**config.mk**
```make
export PLATFORM = sky130hd
export DESIGN_NAME = rf_wb_arbiter_flat
export DESIGN_NICKNAME = d
export VERILOG_FILES = /design/src/rtl/rf_wb_arbiter_pkg.sv /design/src/rtl/rf_wb_arbiter_if.sv /design/src/rtl/rf_wb_pick.sv /design/src/rtl/rf_wb_arbiter.sv /design/src/flat_wrapper.sv
export SDC_FILE = /design/constraint.sdc
export NUM_CORES = 1
export LEC_CHECK = 0
export CORE_MARGIN = 2
export CORE_UTILIZATION = 46
export DETAILED_ROUTE_END_ITERATION = 10
export MAX_ROUTING_LAYER = met4
export PLACE_DENSITY = 0.89
export SYNTH_ARGS = -nofsm -noshare
export SYNTH_HDL_FRONTEND = slang
export SYNTH_SLANG_ARGS = --single-unit
export TNS_END_PERCENT = 20
```
**constraint.sdc**
```tcl
create_clock -name clock -period 9.03 [get_ports clock]
set_input_delay 1.806 -clock clock [delete_from_list [all_inputs] [get_ports clock]]
set_output_delay 1.806 -clock clock [all_outputs]
set_load 0.02 [all_outputs]
```
**src/rtl/rf_wb_arbiter_pkg.sv**
```systemverilog
// Shared definitions for the register-file writeback arbiter: sizes,
// requester indices, the request record and small index helpers.
package rf_wb_arbiter_pkg;

  localparam int NREQ = 3;
  localparam int XLEN = 64;

  localparam int REQ_ALU = 0;
  localparam int REQ_MDU = 1;
  localparam int REQ_LSU = 2;

  typedef struct packed {
    logic            valid;
    logic [4:0]      waddr;
    logic [XLEN-1:0] wdata;
  } wb_req_t;

  // (a + b) mod n for a, b already in [0, n): a single wrap is enough.
  function automatic int f_wrap_add(input int a, input int b, input int n);
    return ((a + b) >= n) ? (a + b - n) : (a + b);
  endfunction

  // One-hot register mask for a 5-bit register index.
  function automatic logic [31:0] f_reg_bit(input logic [4:0] a);
    return 32'h0000_0001 << a;
  endfunction

endpackage

```
**src/rtl/rf_wb_arbiter_if.sv**
```systemverilog
// Writeback request bundle between the execution units (master side)
// and the writeback arbiter (slave side).
interface rf_wb_arbiter_if #(
  parameter int NREQ = rf_wb_arbiter_pkg::NREQ,
  parameter int XLEN = rf_wb_arbiter_pkg::XLEN
);
  logic [NREQ-1:0]           wb_valid;
  logic [NREQ-1:0]           wb_ready;
  logic [NREQ-1:0][4:0]      wb_waddr;
  logic [NREQ-1:0][XLEN-1:0] wb_wdata;

  modport master (output wb_valid, output wb_waddr, output wb_wdata, input  wb_ready);
  modport slave  (input  wb_valid, input  wb_waddr, input  wb_wdata, output wb_ready);
endinterface

```
**src/rtl/rf_wb_pick.sv**
```systemverilog
// Rotating two-of-N picker. Scans requesters starting at i_rr_ptr; x0
// writes are accepted without taking a port, the first real write takes
// port 0 and the next one to a different register takes port 1.
module rf_wb_pick #(
  parameter int NREQ = 3,
  parameter int PW   = 2
) (
  input  logic [NREQ-1:0]      i_valid,
  input  logic [NREQ-1:0][4:0] i_waddr,
  input  logic [PW-1:0]        i_rr_ptr,
  output logic [NREQ-1:0]      o_grant,
  output logic                 o_p0_vld,
  output logic [PW-1:0]        o_p0_idx,
  output logic                 o_p1_vld,
  output logic [PW-1:0]        o_p1_idx,
  output logic [PW-1:0]        o_last_idx
);
  import rf_wb_arbiter_pkg::*;

  logic [PW-1:0] w_idx;
  logic [4:0]    w_p0_addr;

  // Scan candidates in rotating order and hand out the two ports.
  always_comb begin
    o_grant   = '0;
    o_p0_vld  = 1'b0;
    o_p0_idx  = '0;
    o_p1_vld  = 1'b0;
    o_p1_idx  = '0;
    w_p0_addr = 5'd0;
    w_idx     = '0;
    for (int k = 0; k < NREQ; k++) begin
      w_idx = PW'(f_wrap_add(int'(i_rr_ptr), k, NREQ));
      if (i_valid[w_idx]) begin
        if (i_waddr[w_idx] == 5'd0) begin
          o_grant[w_idx] = 1'b1;
        end else if (!o_p0_vld) begin
          o_grant[w_idx] = 1'b1;
          o_p0_vld       = 1'b1;
          o_p0_idx       = w_idx;
          w_p0_addr      = i_waddr[w_idx];
        end else if (!o_p1_vld && (i_waddr[w_idx] != w_p0_addr)) begin
          o_grant[w_idx] = 1'b1;
          o_p1_vld       = 1'b1;
          o_p1_idx       = w_idx;
        end else begin
          o_grant[w_idx] = 1'b0;
        end
      end else begin
        o_grant[w_idx] = 1'b0;
      end
    end
  end

  assign o_last_idx = o_p1_vld ? o_p1_idx : o_p0_idx;

endmodule

```
**src/rtl/rf_wb_arbiter.sv**
```systemverilog
// Register-file writeback arbiter: grants up to two writebacks per cycle
// onto two registered write ports, tracks pending destinations in a
// scoreboard and counts cycles in which a request was refused.
module rf_wb_arbiter #(
  parameter int NREQ = rf_wb_arbiter_pkg::NREQ,
  parameter int XLEN = rf_wb_arbiter_pkg::XLEN
) (
  input  logic            clock,
  input  logic            reset,
  rf_wb_arbiter_if.slave  wb,
  output logic            rf_bus_0_wen,
  output logic [4:0]      rf_bus_0_waddr,
  output logic [XLEN-1:0] rf_bus_0_wdata,
  output logic            rf_bus_1_wen,
  output logic [4:0]      rf_bus_1_waddr,
  output logic [XLEN-1:0] rf_bus_1_wdata,
  input  logic            sb_set_valid,
  input  logic [4:0]      sb_set_addr,
  output logic [31:0]     sb_busy,
  output logic [31:0]     stall_cnt
);
  import rf_wb_arbiter_pkg::*;

  localparam int PW = (NREQ > 1) ? $clog2(NREQ) : 1;

  wb_req_t              w_req [NREQ];
  logic [NREQ-1:0]      w_valid;
  logic [NREQ-1:0][4:0] w_waddr;
  logic [NREQ-1:0]      w_grant;
  logic                 w_p0_vld;
  logic                 w_p1_vld;
  logic [PW-1:0]        w_p0_idx;
  logic [PW-1:0]        w_p1_idx;
  logic [PW-1:0]        w_last_idx;
  logic [31:0]          w_clr_mask;
  logic [31:0]          w_set_mask;
  logic [31:0]          w_busy_nxt;
  logic                 w_stall;

  logic [PW-1:0]        r_rr_ptr;
  logic                 r_wen0;
  logic [4:0]           r_waddr0;
  logic [XLEN-1:0]      r_wdata0;
  logic                 r_wen1;
  logic [4:0]           r_waddr1;
  logic [XLEN-1:0]      r_wdata1;
  logic [31:0]          r_sb_busy;
  logic [31:0]          r_stall_cnt;

  // Gather the interface lanes into request records and picker inputs.
  always_comb begin
    for (int i = 0; i < NREQ; i++) begin
      w_req[i].valid = wb.wb_valid[i];
      w_req[i].waddr = wb.wb_waddr[i];
      w_req[i].wdata = wb.wb_wdata[i];
      w_valid[i]     = w_req[i].valid;
      w_waddr[i]     = w_req[i].waddr;
    end
  end

  rf_wb_pick #(
    .NREQ (NREQ),
    .PW   (PW)
  ) u_pick (
    .i_valid    (w_valid),
    .i_waddr    (w_waddr),
    .i_rr_ptr   (r_rr_ptr),
    .o_grant    (w_grant),
    .o_p0_vld   (w_p0_vld),
    .o_p0_idx   (w_p0_idx),
    .o_p1_vld   (w_p1_vld),
    .o_p1_idx   (w_p1_idx),
    .o_last_idx (w_last_idx)
  );

  // Accept nothing while reset is held; otherwise ready follows the picker.
  always_comb begin
    if (reset) begin
      wb.wb_ready = '0;
    end else begin
      wb.wb_ready = w_grant;
    end
  end

  assign w_stall = |(wb.wb_valid & ~wb.wb_ready);

  // Scoreboard next state: a set beats a clear to the same register; x0 never pends.
  always_comb begin
    w_clr_mask = (w_p0_vld ? f_reg_bit(w_req[w_p0_idx].waddr) : 32'h0) |
                 (w_p1_vld ? f_reg_bit(w_req[w_p1_idx].waddr) : 32'h0);
    w_set_mask = (sb_set_valid && (sb_set_addr != 5'd0)) ? f_reg_bit(sb_set_addr) : 32'h0;
    w_busy_nxt = ((r_sb_busy & ~w_clr_mask) | w_set_mask) & 32'hFFFF_FFFE;
  end

  // Round-robin pointer moves past the last port-consuming grant.
  always_ff @(posedge clock or posedge reset) begin
    if (reset) begin
      r_rr_ptr <= '0;
    end else if (w_p0_vld) begin
      r_rr_ptr <= PW'(f_wrap_add(int'(w_last_idx), 1, NREQ));
    end else begin
      r_rr_ptr <= r_rr_ptr;
    end
  end

  // Write port 0: one-cycle enable per grant, address/data hold when idle.
  always_ff @(posedge clock or posedge reset) begin
    if (reset) begin
      r_wen0   <= 1'b0;
      r_waddr0 <= 5'd0;
      r_wdata0 <= '0;
    end else begin
      r_wen0 <= w_p0_vld;
      if (w_p0_vld) begin
        r_waddr0 <= w_req[w_p0_idx].waddr;
        r_wdata0 <= w_req[w_p0_idx].wdata;
      end else begin
        r_waddr0 <= r_waddr0;
        r_wdata0 <= r_wdata0;
      end
    end
  end

  // Write port 1: same behaviour as port 0 for the second grant.
  always_ff @(posedge clock or posedge reset) begin
    if (reset) begin
      r_wen1   <= 1'b0;
      r_waddr1 <= 5'd0;
      r_wdata1 <= '0;
    end else begin
      r_wen1 <= w_p1_vld;
      if (w_p1_vld) begin
        r_waddr1 <= w_req[w_p1_idx].waddr;
        r_wdata1 <= w_req[w_p1_idx].wdata;
      end else begin
        r_waddr1 <= r_waddr1;
        r_wdata1 <= r_wdata1;
      end
    end
  end

  // Scoreboard pending mask register.
  always_ff @(posedge clock or posedge reset) begin
    if (reset) begin
      r_sb_busy <= 32'h0;
    end else begin
      r_sb_busy <= w_busy_nxt;
    end
  end

  // Saturating count of cycles with at least one refused request.
  always_ff @(posedge clock or posedge reset) begin
    if (reset) begin
      r_stall_cnt <= 32'h0;
    end else if (w_stall && (r_stall_cnt != 32'hFFFF_FFFF)) begin
      r_stall_cnt <= r_stall_cnt + 32'd1;
    end else begin
      r_stall_cnt <= r_stall_cnt;
    end
  end

  assign rf_bus_0_wen   = r_wen0;
  assign rf_bus_0_waddr = r_waddr0;
  assign rf_bus_0_wdata = r_wdata0;
  assign rf_bus_1_wen   = r_wen1;
  assign rf_bus_1_waddr = r_waddr1;
  assign rf_bus_1_wdata = r_wdata1;
  assign sb_busy        = r_sb_busy;
  assign stall_cnt      = r_stall_cnt;

endmodule

```
**src/flat_wrapper.sv**
```systemverilog
// flat-port wrapper written by rule: the top's interface ports become plain ports
module rf_wb_arbiter_flat import rf_wb_arbiter_pkg::*;
#(
  parameter int NREQ = rf_wb_arbiter_pkg::NREQ,
  parameter int XLEN = rf_wb_arbiter_pkg::XLEN
)
  (clock, reset, rf_bus_0_wen, rf_bus_0_waddr, rf_bus_0_wdata, rf_bus_1_wen, rf_bus_1_waddr, rf_bus_1_wdata, sb_set_valid, sb_set_addr, sb_busy, stall_cnt, wb_wb_valid, wb_wb_waddr, wb_wb_wdata, wb_wb_ready);
  rf_wb_arbiter_if #(.NREQ(NREQ), .XLEN(XLEN)) wb_i ();
  input  logic clock;
  input  logic reset;
  output logic rf_bus_0_wen;
  output logic [4:0] rf_bus_0_waddr;
  output logic [XLEN-1:0] rf_bus_0_wdata;
  output logic rf_bus_1_wen;
  output logic [4:0] rf_bus_1_waddr;
  output logic [XLEN-1:0] rf_bus_1_wdata;
  input  logic sb_set_valid;
  input  logic [4:0] sb_set_addr;
  output logic [31:0] sb_busy;
  output logic [31:0] stall_cnt;
  input wire logic [$bits(wb_i.wb_valid)-1:0] wb_wb_valid;
  input wire logic [$bits(wb_i.wb_waddr)-1:0] wb_wb_waddr;
  input wire logic [$bits(wb_i.wb_wdata)-1:0] wb_wb_wdata;
  output wire logic [$bits(wb_i.wb_ready)-1:0] wb_wb_ready;
  assign wb_i.wb_valid = wb_wb_valid;
  assign wb_i.wb_waddr = wb_wb_waddr;
  assign wb_i.wb_wdata = wb_wb_wdata;
  assign wb_wb_ready = wb_i.wb_ready;
  rf_wb_arbiter #(.NREQ(NREQ), .XLEN(XLEN)) u_core (.clock(clock), .reset(reset), .wb(wb_i), .rf_bus_0_wen(rf_bus_0_wen), .rf_bus_0_waddr(rf_bus_0_waddr), .rf_bus_0_wdata(rf_bus_0_wdata), .rf_bus_1_wen(rf_bus_1_wen), .rf_bus_1_waddr(rf_bus_1_waddr), .rf_bus_1_wdata(rf_bus_1_wdata), .sb_set_valid(sb_set_valid), .sb_set_addr(sb_set_addr), .sb_busy(sb_busy), .stall_cnt(stall_cnt));
endmodule
```
==> results_dict.tcl <==
# collected from the flow reports
set metrics [dict create \
    ys_seq_frac 0.420 \
    p_sw_mw 4.21 \
    rsz0062_at_grt "false" \
    antenna_found_initial 8 \
    topCellsByArea "dfrtp_1 42%, mux2i_1 10%, o21ai_0 7.3%, nand2_1 6.3%, a21oi_1 5.4%" \
    synth_flops 205 \
    routedWlPerCell_um 23.0 \
    route.met2.wl_um 23600 \
    pg_seq_mw 1.64 \
    whs_path_depth 2 \
    cts_resized 0 \
    cts.sinks 205 \
    p_clk_mw 1.07 \
    grt_overflow_total 0 \
    ys.flop_type "dfrtp_1" \
    slew_viol_final 0 \
    setup_tns_ns 0 \
    min_to "u_core.rf_bus_1_wdata[19]$_DFFE_PP0P_" \
    use_met2 0.552 \
    mostFrequentLayoutCells "423 x clkdlybuf4s50_1, 205 x nand2_1, 205 x dfrtp_1, 178 x o21ai_0, 131 x a21oi_1" \
    yosysWarnings 0 \
    path_clk_slew_ns 0.06 \
    finalClockPeriodUsage 0.825 \
    hold_path_class "flop to flop" \
    hold_buffers 0 \
    setup_viol_count_final 0 \
    cts_tree "built" \
    pwr-share-comb 0.673 \
    synth_nets 1636 \
    dp.cells 2081 \
    io_pins 425 \
    avgViaCountPerCell 6.17 \
    cp-start-kind "input port" \
    vias 13200 \
    dr.max_layer_used "met4" \
    cp_data_arrival_time_ns 5.64 \
    cap_violations 0 \
    wl_met1_um 19300 \
    syn_area_um2 12200 \
    die_area_um2 27900 \
    ys_cells 1412 \
    grt_start_max_net_pins 137 \
    use_met3 0.0639 \
    wirelength_um 49100 \
    ir_worst_vdd_mv 0.319 \
    power_density_nw_per_um2 473 \
    cts_buffers 24 \
    warnings 31 \
    grt_pass1_vias 12700 \
    grt_pass1_wl_um 74300 \
    fmax_mhz 134 \
    synth.top_cells.by_count "206 x nand2_1, 205 x dfrtp_1, 178 x o21ai_0, 131 x a21oi_1, 122 x mux2i_1" \
    swShare 0.508 \
    layout_min_cycle_time_ns 7.45 \
    met1_usage 0.432 \
    holdWs_ns 0.479 \
    reg2reg_to "u_core.sb_busy[7]$_DFF_PP0_" \
    final_hold_viol_count 0 \
    ys_chip_area_um2 12200 \
    skew_ns 0.0209 \
    cts_setup_buffers 0 \
    nNetsFinal 1996 \
    track_usage 0.345 \
    edf_count 0 \
    p_seq_frac 0.197 \
    largestPowerGroup "combinational logic" \
    comb_cell_power_mw 5.58 \
    p_int_mw 4.08 \
    synth.distinct_cells 71 \
    busiest_layer "met2" \
    reg2reg_setup_slack_ns 3.34 \
    leakage_nw 7.30 \
    power_frac_clock 0.129 \
    core_util_floorplan 0.469 \
    post-dp-hpwl_um 34000 \
    ant_nets 0 \
    outcome "complete, no violations" \
    final_layout_size_suffix_gt1_frac 0.0570 \
    top_cell "nand2_1" \
    gp_congestion 0.965 \
    syn_inst 1412 \
    crit_path_max_fanout 8 \
    drc 0 \
    cts-root-buf "clkbuf_16" \
    clock_latency_ns 0.53 \
    avgSynthCellArea_um2 8.65 \
    htree_levels 1 \
    path_class "input port to output port" \
    drt_first_pass_iters 5 \
    ys_async_sr_fraction 1.00 \
    reg2reg_depth 13 \
    largest_area_cell "dfrtp_1" \
    worst_pin_slew_ns 1.22 \
    r2r-start "u_core.r_rr_ptr[1]$_DFFE_PP0P_" \
    clock_path_buffers 3 \
    top_cell_area_share 0.420 \
    hold_start "u_core.rf_bus_1_wdata[19]$_DFFE_PP0P_" \
    worst_setup_path_end_kind "output port" \
    required_ns 7.22 \
    dr_wl_met3_um 4110 \
    drtIter0Drc 1422 \
    timing.slew.headroom 0.184 \
]
## per-stage QoR
stage | total power [mW] | worst slack, ns | util | area, µm²
after floorplan | 5.11 | 0.371 | - | 12200
after global placement | 6.99 | 1.61 | 0.638 | 16600
after detailed placement | 7.11 | 1.66 | 0.638 | 16600
after CTS | 8.23 | 1.63 | 0.671 | 17500
after global routing | 8.80 | 1.35 | 0.672 | 17500
final | 8.29 | 1.58 | 0.672 | 17500
## worst max-delay path by stage
stage | from | end | slack (ns) | depth (start not counted)
finish | wb_wb_waddr[12] | wb_wb_ready[2] | 1.58 | 9
global route | wb_wb_valid[2] | wb_wb_ready[2] | 1.35 | 10
CTS | wb_wb_waddr[12] | wb_wb_ready[2] | 1.63 | 9
detailed placement | wb_wb_waddr[12] | wb_wb_ready[2] | 1.66 | 9
global placement | wb_wb_valid[2] | wb_wb_ready[2] | 1.61 | 10
floorplan | reset | wb_wb_ready[0] | 0.37 | 3
## worst max-delay path, cell delays in order
cell and delay (ns):
clkdlybuf4s50_1 0.57, mux2i_1 0.21, o2bb2ai_1 0.24, or4_1 0.62
o21ai_2 0.37, a21boi_1 0.29, and2_1 0.34, a221oi_1 0.50
clkdlybuf4s50_1 0.69
## cell type report
type | instances | area, µm²
clock buffers | 28 | 636
diodes | 8 | 20.0
well taps | 335 | 419
clock inverters | 15 | 229
repair buffers | 441 | 4370
fillers | 2072 | 8560
flip-flops and latches | 205 | 5130
multi-input cells | 1085 | 6630
inverters | 15 | 66.3
## kinds of logic after synthesis
group	Yosys count	share of synthesized area
AND-OR/OR-AND	488	0.236
AND/OR/NAND/NOR	421	0.158
flip-flops	205	0.420
multiplexers	133	0.111
buffers and inverters	122	0.0427
XOR/XNOR	36	0.0258
adder cells (fa/ha/maj)	6	0.00615
other	1	0.000307
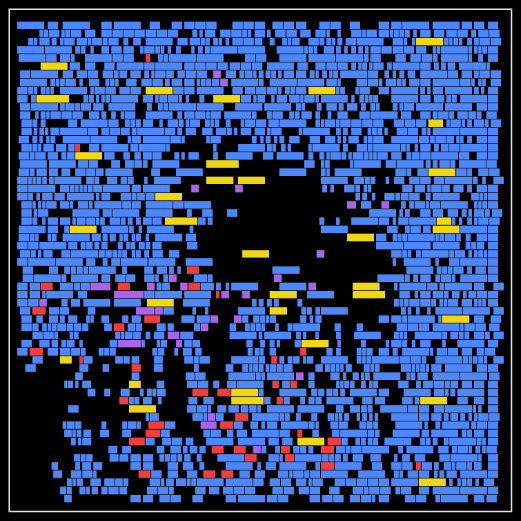
Figure 1: drive-strength map.
Scale: 3 px per µm.
[purple] x3 and x4 | cells: 29 | most used: buf_4
[blue] x1 and smaller | cells: 1,687 | most used: clkdlybuf4s50_1
[yellow] x6 and larger | cells: 34 | most used: clkbuf_16
[red] x2 | cells: 39 | most used: mux2_2
Area growth syn-to-layout: 43.3%
Setup WS post-layout: 1.58 ns
Non-clk bufs: 441
cell area after layout: 17,500 µm²

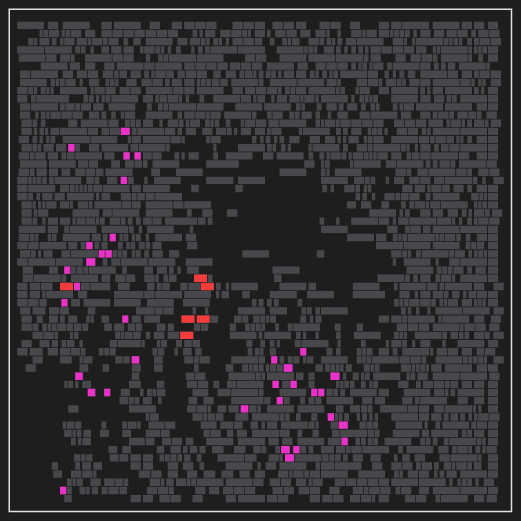
Figure 2: gate families picked out.
Scale: 3 px per µm.
[magenta] and/or cells | cells: 35
[red] fa/ha/maj cells | cells: 6
Top cell excl fill/tap: clkdlybuf4s50_1
Layout Cells excl Fill: 2,132
Comb/total area: 0.379

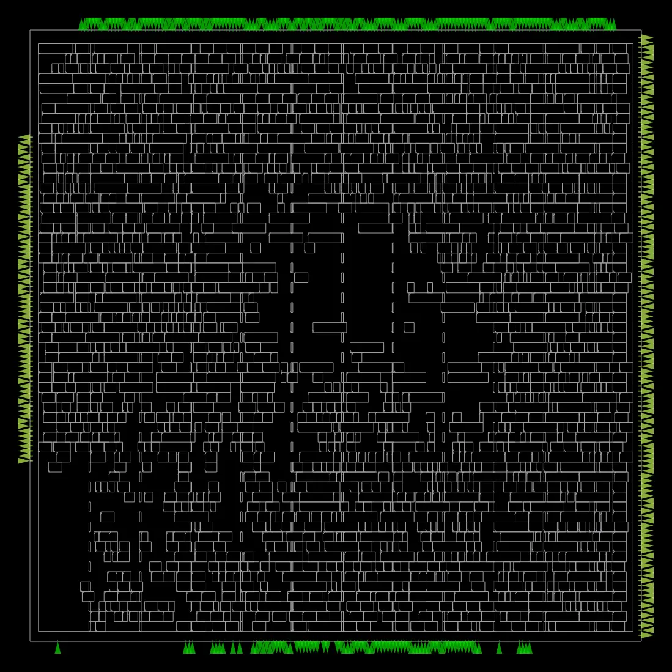
Figure 3: cell placement.
core area: 26,100 µm²
FILL cells: 2,072
row count: 59

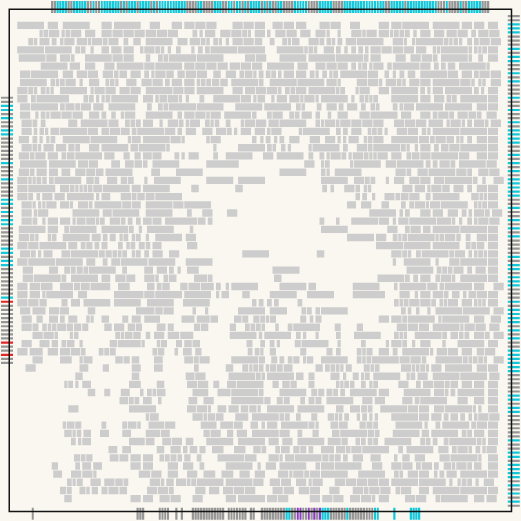
Figure 4: pin placement.
Scale: 3 px per µm. Pins as bars across the die edge, other pins in grey.
[purple] `rf_bus_1_waddr` | pins: 5 | direction: output | edge: south
[cyan] `wb_wb_wdata` | pins: 192 | direction: input | edge: 102 north, 60 east, 17 west, 13 south
[red] `wb_wb_ready` | pins: 3 | direction: output | edge: west
all pins by edge: 159 north, 121 east, 79 south, 66 west
Die X: 167 µm
die height: 167 µm
Port-buffer cells: 423

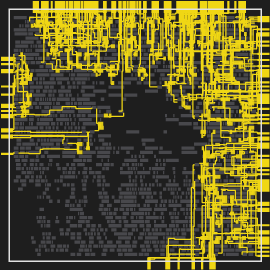
Figure 5: I/O nets highlighted.
Scale: 1.5 px per µm.
[yellow] `wb_wb_wdata` | bits: 192 | direction: input | end cells: 285 | wire: 9,010 µm

No activity file was given, so power comes from the tool's default toggle rates.
